<file path="src/rtl/out_port_uart_tx.sv">
// out_port_uart_tx: queue each change of OUT and send it on TXD as an 8N1 frame, LSB first; `UART_TX_PARITY_EN adds even parity.
// Latency: push one edge after OUT changes, start bit one edge later; frame is 10 (11 with parity) bit times.
// Backpressure: none to the CPU; a change that finds the FIFO full is dropped and sets sticky OVERFLOW.
module out_port_uart_tx #(
    parameter int CLKS_PER_BIT = 4,
    parameter int FIFO_DEPTH   = 4
) (
    input  logic                            CLOCK,
    input  logic                            RESET,
    input  logic [7:0]                      OUT,
    output logic                            TXD,
    output logic                            BUSY,
    output logic                            OVERFLOW,
    output logic [$clog2(FIFO_DEPTH+1)-1:0] COUNT
);
    localparam int AW = $clog2(FIFO_DEPTH);
    localparam int CW = $clog2(FIFO_DEPTH + 1);
    localparam int TW = $clog2(CLKS_PER_BIT);
    localparam logic [TW-1:0] LAST_TICK = TW'(CLKS_PER_BIT - 1);
    localparam logic [CW-1:0] FULL_CNT  = CW'(FIFO_DEPTH);

    typedef enum logic [2:0] {
        IDLE   = 3'd0,
        START  = 3'd1,
        DATA   = 3'd2,
`ifdef UART_TX_PARITY_EN
        PARITY = 3'd3,
`endif
        STOP   = 3'd4
    } state_t;

    state_t          state;
    state_t          state_next;
    logic [7:0]      last_out;
    logic [7:0]      mem [FIFO_DEPTH];
    logic [AW-1:0]   wr_ptr;
    logic [AW-1:0]   rd_ptr;
    logic [TW-1:0]   tick_cnt;
    logic [2:0]      bit_cnt;
    logic [2:0]      data_idx;
    logic [7:0]      shreg;
    logic            txd_next;
    logic            pop;

    wire push_req   = (OUT != last_out);
    wire fifo_full  = (COUNT == FULL_CNT);
    wire fifo_empty = (COUNT == '0);
    wire push       = push_req && !fifo_full;
    wire tick       = (tick_cnt == LAST_TICK);

    // Change detector and FIFO bookkeeping; full is judged on the pre-edge count, so a same-edge pop never rescues a push.
    always_ff @(posedge CLOCK) begin
        if (RESET) begin
            last_out <= 8'h00;
            wr_ptr   <= '0;
            rd_ptr   <= '0;
            COUNT    <= '0;
            OVERFLOW <= 1'b0;
        end else begin
            last_out <= OUT;
            if (push)
                wr_ptr <= wr_ptr + 1'b1;
            if (pop)
                rd_ptr <= rd_ptr + 1'b1;
            if (push_req && fifo_full)
                OVERFLOW <= 1'b1;
            case ({push, pop})
                2'b10:   COUNT <= COUNT + 1'b1;
                2'b01:   COUNT <= COUNT - 1'b1;
                default: COUNT <= COUNT;
            endcase
        end
    end

    always_ff @(posedge CLOCK) begin
        if (push)
            mem[wr_ptr] <= OUT;
    end

    // State register plus frame datapath.
    always_ff @(posedge CLOCK) begin
        if (RESET) begin
            state    <= IDLE;
            tick_cnt <= '0;
            bit_cnt  <= 3'd0;
            shreg    <= 8'h00;
            TXD      <= 1'b1;
        end else begin
            state    <= state_next;
            TXD      <= txd_next;
            tick_cnt <= (state == IDLE || tick) ? '0 : tick_cnt + 1'b1;
            if (pop) begin
                shreg   <= mem[rd_ptr];
                bit_cnt <= 3'd0;
            end else if (state == DATA && tick) begin
                bit_cnt <= bit_cnt + 3'd1;
            end
        end
    end

    always_comb begin
        state_next = state;
        pop        = 1'b0;
        case (state)
            IDLE: begin
                if (!fifo_empty) begin
                    state_next = START;
                    pop        = 1'b1;
                end
            end
            START: begin
                if (tick)
                    state_next = DATA;
            end
            DATA: begin
                if (tick && bit_cnt == 3'd7) begin
`ifdef UART_TX_PARITY_EN
                    state_next = PARITY;
`else
                    state_next = STOP;
`endif
                end
            end
`ifdef UART_TX_PARITY_EN
            PARITY: begin
                if (tick)
                    state_next = STOP;
            end
`endif
            STOP: begin
                if (tick) begin
                    if (!fifo_empty) begin
                        state_next = START;
                        pop        = 1'b1;
                    end else begin
                        state_next = IDLE;
                    end
                end
            end
            default: state_next = IDLE;
        endcase
    end

    // TXD is registered, so its next value follows the state and bit being entered.
    always_comb begin
        data_idx = (state == DATA && tick) ? bit_cnt + 3'd1 : bit_cnt;
        txd_next = 1'b1;
        case (state_next)
            START:   txd_next = 1'b0;
            DATA:    txd_next = shreg[data_idx];
`ifdef UART_TX_PARITY_EN
            PARITY:  txd_next = ^shreg;
`endif
            default: txd_next = 1'b1;
        endcase
        BUSY = (state != IDLE);
    end

endmodule
</file>
<file path="config.mk">
export PLATFORM = sky130hd
export DESIGN_NAME = out_port_uart_tx
export DESIGN_NICKNAME = d
export VERILOG_FILES = /design/src/rtl/out_port_uart_tx.sv
export SDC_FILE = /design/constraint.sdc
export NUM_CORES = 1
export LEC_CHECK = 0
export ABC_AREA = 1
export CELL_PAD_IN_SITES_DETAIL_PLACEMENT = 1
export CELL_PAD_IN_SITES_GLOBAL_PLACEMENT = 1
export CORE_MARGIN = 2
export CORE_UTILIZATION = 49
export CTS_CLUSTER_SIZE = 40
export DETAILED_ROUTE_END_ITERATION = 6
export PLACE_DENSITY_LB_ADDON = 0.2
export SLEW_MARGIN = 25
export SYNTH_ARGS = -nofsm -noshare
export SYNTH_HDL_FRONTEND = slang
export SYNTH_SLANG_ARGS = --single-unit
export TNS_END_PERCENT = 100
</file>
<file path="constraint.sdc">
create_clock -name CLOCK -period 4.1 [get_ports CLOCK]
set_input_delay 0.615 -clock CLOCK [delete_from_list [all_inputs] [get_ports CLOCK]]
set_output_delay 0.615 -clock CLOCK [all_outputs]
set_load 0.02 [all_outputs]
</file>
Fig. 1: run 1, the metal 3 layer
Cells faint in the background.
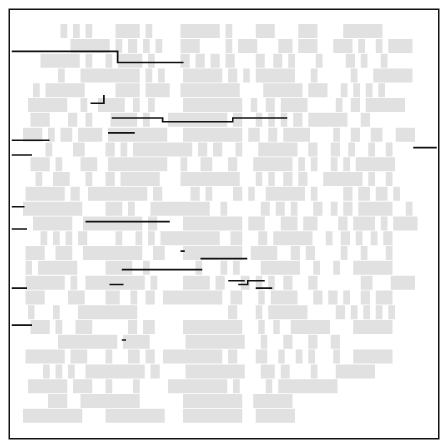
share of all routed wire: 2.5%
longest straight run: 19.3 um
Post-Route WL: 5940 um
DR vias: 1974
met3 GRT Util: 4.60%

Fig. 2: run 1, zoomed window
Region (19, 19) to (59, 59) um. Cells in grey, sequential cells in the stronger grey; small squares are vias.
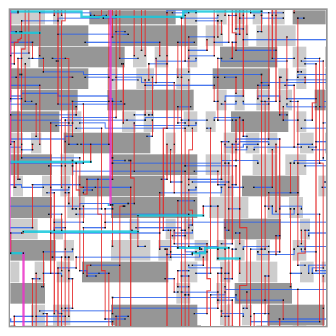
| layer | colour |
|---|---|
| M4 | magenta |
| M3 | cyan |
| M1 | blue |
| M2 | red |
sequential cells in the window: 23
cells with their middle in the window: 100
netlist names of flops here include: mem (14), shreg (6)
most frequent: nor2_1 (26), o21ai_0 (19), edfxtp_1 (14)

Fig. 3: run 1, wiring heat map
The bar under the picture is 20 um long. 16 x 16 tiles, from white (low) to dark blue (high), scaled to the fullest tile. Values are wire area over tile area, all layers added.
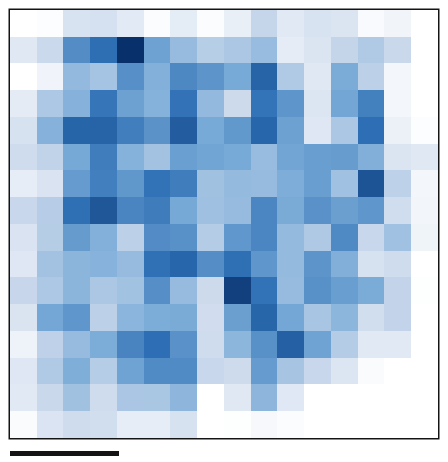
fullest tile: 0.41
mean over tiles: 0.15
emptiest ninth of the die: lower right
nearly empty tiles: 11%
WL/cell: 15.6 um
Total GRT Usage: 21.5%

==> results_slide.txt, run 1 <==
Run Summary

Global routing
  • Maximum number of pins on one net before global-route repair: 19
  • Number of global-route vias before repair: 2018
  • Antenna violations before repair: 0
  • First-pass GRT wire length: 9890 um

Final timing
  • RSZ-0062 raised after global routing: false
  • Hold_ws: 0.431 ns
  • Cycle use final: 69.0%
  • Slew margin rel.: 44.1%
  • Clock skew: 0.00713 ns
  • Count of pins over their slew limit: 0
  • Setup TNS: 0 ns
  • Worst-margin pin slew: 0.835 ns
  • Max Freq: 354 MHz
  • Hold Fails Final Rpt: 0

Cells and area
  • Most frequent logic cell in the layout: nor2_1
  • Largest registers in the final layout: mem: 32 flops, last_out: 8 flops, shreg: 8 flops
  • Max reg flops: 32
  • Most frequent cells in the layout: nor2_1 (60), inv_1 (38), dfxtp_1 (33)
  • N_diodes: 0

Die
  • Initial Util: 50.2%
  • Chip Width: 78.7 um
  • IO Pins: 16

Yosys
  • Seq/Total Area, Yosys: 59.3%
  • Synthesized Nets: 305
  • Xor/xnor share: 2.24%
  • Ao+oa area frac: 10.7%
  • Yosys Chip Area: 0.00273 mm^2
  • Flops after synth: 65
  • Simple Share, Synth: 16.6%

Pwr
  • Overall power: 2.01 mW
  • Combinational Power Share: 27.4%
  • Max VDD drop: 0.461 mV
  • Int Power: 1.30 mW
  • Total net switching power: 711 uW
  • Share of power burned in registers: 45.7%

Run
  • Tool warnings: 29
  • Max-Cap Viols: 0

Setup path
  • R2r endpoint: COUNT[2]$_SDFFE_PP0P_
  • Crit path max fanout: 8
  • CP endpoint: COUNT[2]$_SDFFE_PP0P_
  • Critical path start-end classification: in2reg
  • Reg2Reg Depth: 12
  • Worst Setup End Kind: flop

Hold path
  • Hold path depth: 1
  • Hold EP: tick_cnt[0]$_SDFF_PP0_

Route
  • Highest metal used: met4
  • Routed met1 length: 2600 um
  • Post-route ant nets: 0
  • Met2 Wirelength: 3110 um
  • DR pass1 iterations: 4
  • DRC violations left: 0
  • Vias per inst: 5.17
  • Starting DRT DRC Count: 82

Clock network
  • CTS Buf Count: 9
  • Max Root-Sink Buffers: 2
  • Clk sink count: 65
  • CTS resizes: 0
  • TritonCTS clock tree: done
  • Post-CTS Hold Buffers: 0
  • CTS Root Cell: clkbuf_8

Placed design
  • Post-DP HPWL: 4180 um
  • Placed cell count: 366
  • Port buffer count: 15
  • GP Congestion: 0.763
  • Placed cell areas: 0.00294 mm^2

Run status
  • Outcome: finished clean
[run 1: routing by layer]
layer	up-vias	GRT usage, %
met5	-	0
met4	0	8.07
met3	6	4.60
met2	28	38.4
met1	960	25.4
li1	980	-
[run 1: final cells by class]
type | count | area [um^2]
inverter | 39 | 146
tap | 72 | 90.1
multi-input combinational | 175 | 928
sequential | 65 | 1620
clock inverter | 6 | 67.6
clock buffer | 10 | 128
fill | 624 | 2310
timing repair buffer | 15 | 150
[run 1: power by group through the flow]
stage	Combinational (mW)	Sequential [mW]	Clock [mW]
4_1_cts	0.562	0.923	0.546
5_1_grt	0.634	0.937	0.576
6_report	0.552	0.921	0.541
3_5_place_dp	0.553	0.935	0
3_3_place_gp	0.526	0.925	0
2_1_floorplan	0.400	0.905	0
[run 1: cell usage after synthesis, drive strengths merged]
cell type / count / area (um^2)
edfxtp: 32 / 961
nor3: 1 / 5.00
inv: 39 / 146
xor2: 3 / 26.3
xnor2: 4 / 35.0
ha: 8 / 100
clkbuf: 3 / 11.3
a21oi: 11 / 55.1
o21a: 1 / 7.51
buf: 4 / 25.0
or2: 1 / 6.26
nand4: 2 / 12.5
o22ai: 9 / 56.3
nand3b: 1 / 7.51
nand3: 17 / 103
dfxtp: 33 / 661
fa: 1 / 20.0
nor2: 61 / 236
o21ai: 34 / 174
nand2: 21 / 83.8
[run 1: critical path: stages]
cell             delay [ns]
clkdlybuf4s50_1        0.52
or2_0                  0.27
a21oi_1                0.17
nand3_1                0.13
nand2_2                0.16
ha_1                   0.17
inv_1                  0.07
fa_1                   0.39
a21oi_1                0.19
o21ai_0                0.14
o21ai_0                0.17
a21oi_1                0.05
==> inputs of run 2 (changes only) <==
--- a/config.mk
+++ b/config.mk
@@ -9,7 +9,7 @@
 export CELL_PAD_IN_SITES_DETAIL_PLACEMENT = 1
 export CELL_PAD_IN_SITES_GLOBAL_PLACEMENT = 1
 export CORE_MARGIN = 2
-export CORE_UTILIZATION = 49
+export CORE_UTILIZATION = 41
 export CTS_CLUSTER_SIZE = 40
 export DETAILED_ROUTE_END_ITERATION = 6
 export PLACE_DENSITY_LB_ADDON = 0.2
==> constraint.sdc (replaced) <==
create_clock -name CLOCK -period 2.3 [get_ports CLOCK]
set_input_delay 0.345 -clock CLOCK [delete_from_list [all_inputs] [get_ports CLOCK]]
set_output_delay 0.345 -clock CLOCK [all_outputs]
set_load 0.02 [all_outputs]
Fig. 4: run 2, the metal 3 layer
Cells faint in the background.
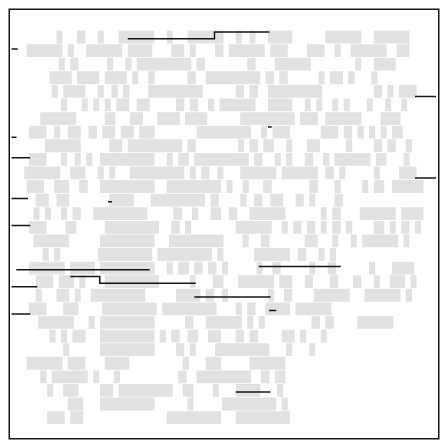
main direction: horizontal
longest straight run: 26.4 um
wire length on this layer: 149 um
nets with wire on the layer: 11
share of all routed wire: 2.6%
Post-Route WL: 5780 um
DR vias: 2020
met3 GRT Util: 4.33%

Fig. 5: run 2, zoomed window
Region (23, 23) to (63, 63) um. Cells in grey, sequential cells in the stronger grey; small squares are vias.
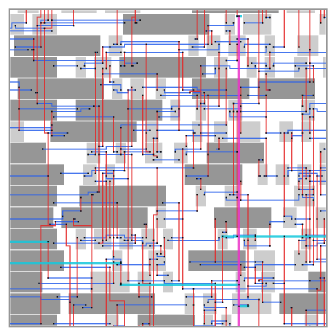
| layer | colour |
|---|---|
| M1 | blue |
| M3 | cyan |
| M2 | red |
| M4 | magenta |
sequential cells in the window: 26
cells with their middle in the window: 96
most frequent: nor2_1 (22), o21ai_0 (18), edfxtp_1 (18)
netlist names of flops here include: mem (18), shreg (7)

Fig. 6: run 2, clock distribution
The bar under the picture is 20 um long.
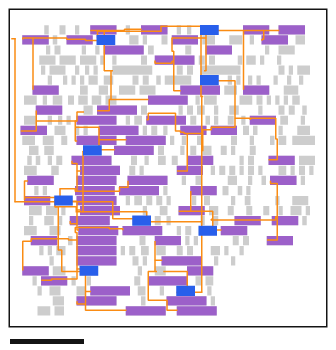
[clock-net drivers] blue | count: 9
[flip-flops] purple | count: 65
[clock wires] orange | length: 869 um
flops lie: all over the die
Clock power frac: 28.4%
Clock Power: 1.06 mW
clock skew: 0.0109 ns
clk_lat worst skew: 0.35 ns

==> run 2 against run 1 <==
  * Worst setup slack worse by 1.1 ns
  * Register-to-register slack worse by 1.2 ns
  * Sequential power rose by 73%
  * Final cell count is 5.8% higher
  * Synthesized cell count is the same
  * Largest cell class unchanged
==> results_slide.txt, run 2 <==
Run Summary

Yosys
  • Cell Type Count: 28 (unchanged)
  • Top cells, area: edfxtp_1 (35%), dfxtp_1 (24%), nor2_1 (8.2%) (unchanged)
  • Yosys Chip Area: 0.00273 mm^2 (unchanged)
  • Cell with the most instances after synthesis: nor2_1 (unchanged)
  • Share of async-settable or async-resettable flops after synthesis: 0% (unchanged)
  • Area leader, netlist: edfxtp_1 (unchanged)
  • EDFF count, synth: 32 (unchanged)
  • Yosys top cell area share: 35.2% (unchanged)
  • Flops after synth: 65 (unchanged)
  • Seq/Total Area, Yosys: 59.3% (unchanged)
  • Synthesized Nets: 305 (unchanged)
  • Synth Warn #: 0 (unchanged)
  • Post-synth top cells: nor2_1 (60), inv_1 (38), dfxtp_1 (33), edfxtp_1 (32), o21ai_0 (32) (unchanged)
  • Synthesized cell area: 0.00273 mm^2 (unchanged)
  • Main flop type: dfxtp_1 (unchanged)

Setup path
  • Crit path max fanout: 3 (was 8)
  • Crit path max-delay family: buffers and inverters (was AND-OR/OR-AND gates)
  • CP most frequent cell: a21oi_1 (unchanged)
  • Startpoint types: input pin (unchanged)
  • Critical-path top delay cell: clkdlybuf4s50_1 (unchanged)
  • Worst Path Buf+Inv: 2 (unchanged)
  • Crit path cell chain: clkdlybuf4s50_1 > xnor2_1 > nand2_1 > nor2_1 > nand3_1 > nand2_2 > ha_1 > inv_1 > fa_1 > a21oi_1 > o21ai_1 > o21ai_0 > a21oi_1 (was clkdlybuf4s50_1 > or2_0 > a21oi_1 > nand3_1 > nand2_2 > ha_1 > inv_1 > fa_1 > a21oi_1 > o21ai_0 > o21ai_0 > a21oi_1)
  • Worst Setup End Kind: flop (unchanged)
  • Critical path start-end classification: in2reg (unchanged)
  • Crit path largest cell delay: 0.50 ns (was 0.52 ns)

Final timing
  • Hold_ws: 0.385 ns (was 0.431 ns)
  • Count of pins over their slew limit: 0 (unchanged)
  • RSZ-0062 raised after global routing: false (unchanged)
  • Setup TNS: 0 ns (unchanged)
  • Final min period: 2.17 ns
  • Cycle use final: 94.4%
  • Setup ws final: 0.128 ns (was 1.27 ns)
  • Max Freq: 460 MHz
  • Slew margin rel.: 68.1% (was 44.1%)
  • Hold Fails Final Rpt: 0 (unchanged)
  • Worst-margin pin slew: 0.479 ns (was 0.835 ns)

Placed design
  • Placed cell count: 388 (was 366)
  • Placed cell areas: 0.00307 mm^2 (was 0.00294 mm^2)
  • GP Congestion: 0.732 (was 0.763)
  • Post-DP HPWL: 4070 um (was 4180 um)
  • Port buffer count: 15 (unchanged)

Clock network
  • CTS Root Cell: clkbuf_8 (unchanged)
  • Clk sink count: 65 (unchanged)
  • CTS Buf Count: 9 (unchanged)
  • H-tree depth: 3 (unchanged)
  • Post-CTS Hold Buffers: 0 (unchanged)
  • TritonCTS clock tree: done (unchanged)
  • Max Root-Sink Buffers: 2 (unchanged)
  • CTS resizes: 0 (unchanged)

Run
  • Tool warnings: 29 (unchanged)
  • Max-Cap Viols: 0 (unchanged)

Route
  • Starting DRT DRC Count: 67 (was 82)
  • Post-route ant nets: 0 (unchanged)
  • Vias per inst: 5.00 (was 5.17)
  • DR pass1 iterations: 4 (unchanged)
  • WL/cell: 14.3 um (was 15.6 um)
  • DRC violations left: 0 (unchanged)

Cells and area
  • Post-route design area: 0.00329 mm^2 (was 0.00313 mm^2)
  • Largest registers in the final layout: mem: 32 flops, last_out: 8 flops, shreg: 8 flops (unchanged)
  • Post-route non-filler standard cell count: 404 (was 382)
  • Area Overhead vs Synth: 20.5% (was 14.6%)
  • N_diodes: 0 (unchanged)
  • Fillers: 739 (was 624)
  • Logic area: 928 um^2 (unchanged)
  • Most frequent logic cell in the layout: nor2_1 (unchanged)
  • Sequential Area: 0.00162 mm^2 (unchanged)
  • Max reg flops: 32 (unchanged)
  • Most frequent cells in the layout: nor2_1 (60), inv_1 (38), dfxtp_1 (33) (unchanged)

Global routing
  • First-pass GRT wire length: 10100 um (was 9890 um)
  • Maximum number of pins on one net before global-route repair: 19 (unchanged)
  • Number of global-route vias before repair: 2105 (was 2018)
  • Total GRT Usage: 18.3% (was 21.5%)
  • Antenna violations before repair: 0 (unchanged)

Pwr
  • Pwr Density: 1140 mW/mm^2 (was 643 mW/mm^2)
  • Net Sw Frac: 33.5% (was 35.3%)
  • Leak Pwr: 1.35 nW (was 1.25 nW)
  • Combinational Power Share: 29.0% (was 27.4%)
  • Overall power: 3.74 mW (was 2.01 mW)
  • Total net switching power: 1.25 mW (was 711 uW)
  • Max VDD drop: 0.602 mV (was 0.461 mV)
  • Int Power: 2.49 mW (was 1.30 mW)
  • Share of power burned in registers: 42.6% (was 45.7%)

Die
  • IO Pins: 16 (unchanged)
  • Die ar.: 0.00733 mm^2 (was 0.00619 mm^2)
  • Chip Width: 85.6 um (was 78.7 um)
  • Initial Util: 42.8% (was 50.2%)

Run status
  • Outcome: finished clean (unchanged)
## run 2: cell type report
cell class              instances  area share, %
clock buffers                   9           3.76
clock inverters                 7           2.89
inverters                      39           4.45
multi-input cells             175           28.2
flip-flops and latches         65           49.3
well taps                      77           2.93
repair buffers                 32           8.51
## run 2: logic make-up (layout without fill, tap and decap cells)
| group | Yosys count | count (layout) | synth area share, % |
|---|---|---|---|
| AND-OR/OR-AND | 55 | 55 | 10.7 |
| XOR/XNOR | 7 | 7 | 2.24 |
| adder cells (fa/ha/maj) | 9 | 9 | 4.40 |
| buffers and inverters | 46 | 87 | 6.68 |
| flip-flops | 65 | 65 | 59.3 |
| AND/OR/NAND/NOR | 104 | 104 | 16.6 |
## run 2: path summary, 6_finish.rpt
check                              start                endpoint  slack [ns]  cells past startpoint
hold reg to reg   tick_cnt[0]$_SDFF_PP0_  tick_cnt[0]$_SDFF_PP0_        0.44                      1
hold / removal                    OUT[7]     mem[1][7]$_DFFE_PP_        0.38                      2
setup / recovery                  OUT[3]   COUNT[2]$_SDFFE_PP0P_        0.13                     13
setup reg to reg     state[1]$_SDFF_PP0_   COUNT[2]$_SDFFE_PP0P_        0.24                     10
## run 2: metal layers
| layer | GRT usage (%) | share of wire (%) |
|---|---|---|
| met1 | 22.6 | 47 |
| met2 | 29.9 | 49 |
| met3 | 4.33 | 2.6 |
| met4 | 9.09 | 2.0 |
| met5 | 0 | 0 |
## run 2: power by group through the flow
stage	clock network, mW	registers [mW]	logic, mW
after CTS	1.09	1.59	1.10
final	1.06	1.59	1.08
after global placement	0	1.61	1.07
after global routing	1.14	1.62	1.25
after detailed placement	0	1.62	1.09
after floorplan	0	1.61	0.713
Power is estimated from default activity; no workload was simulated.
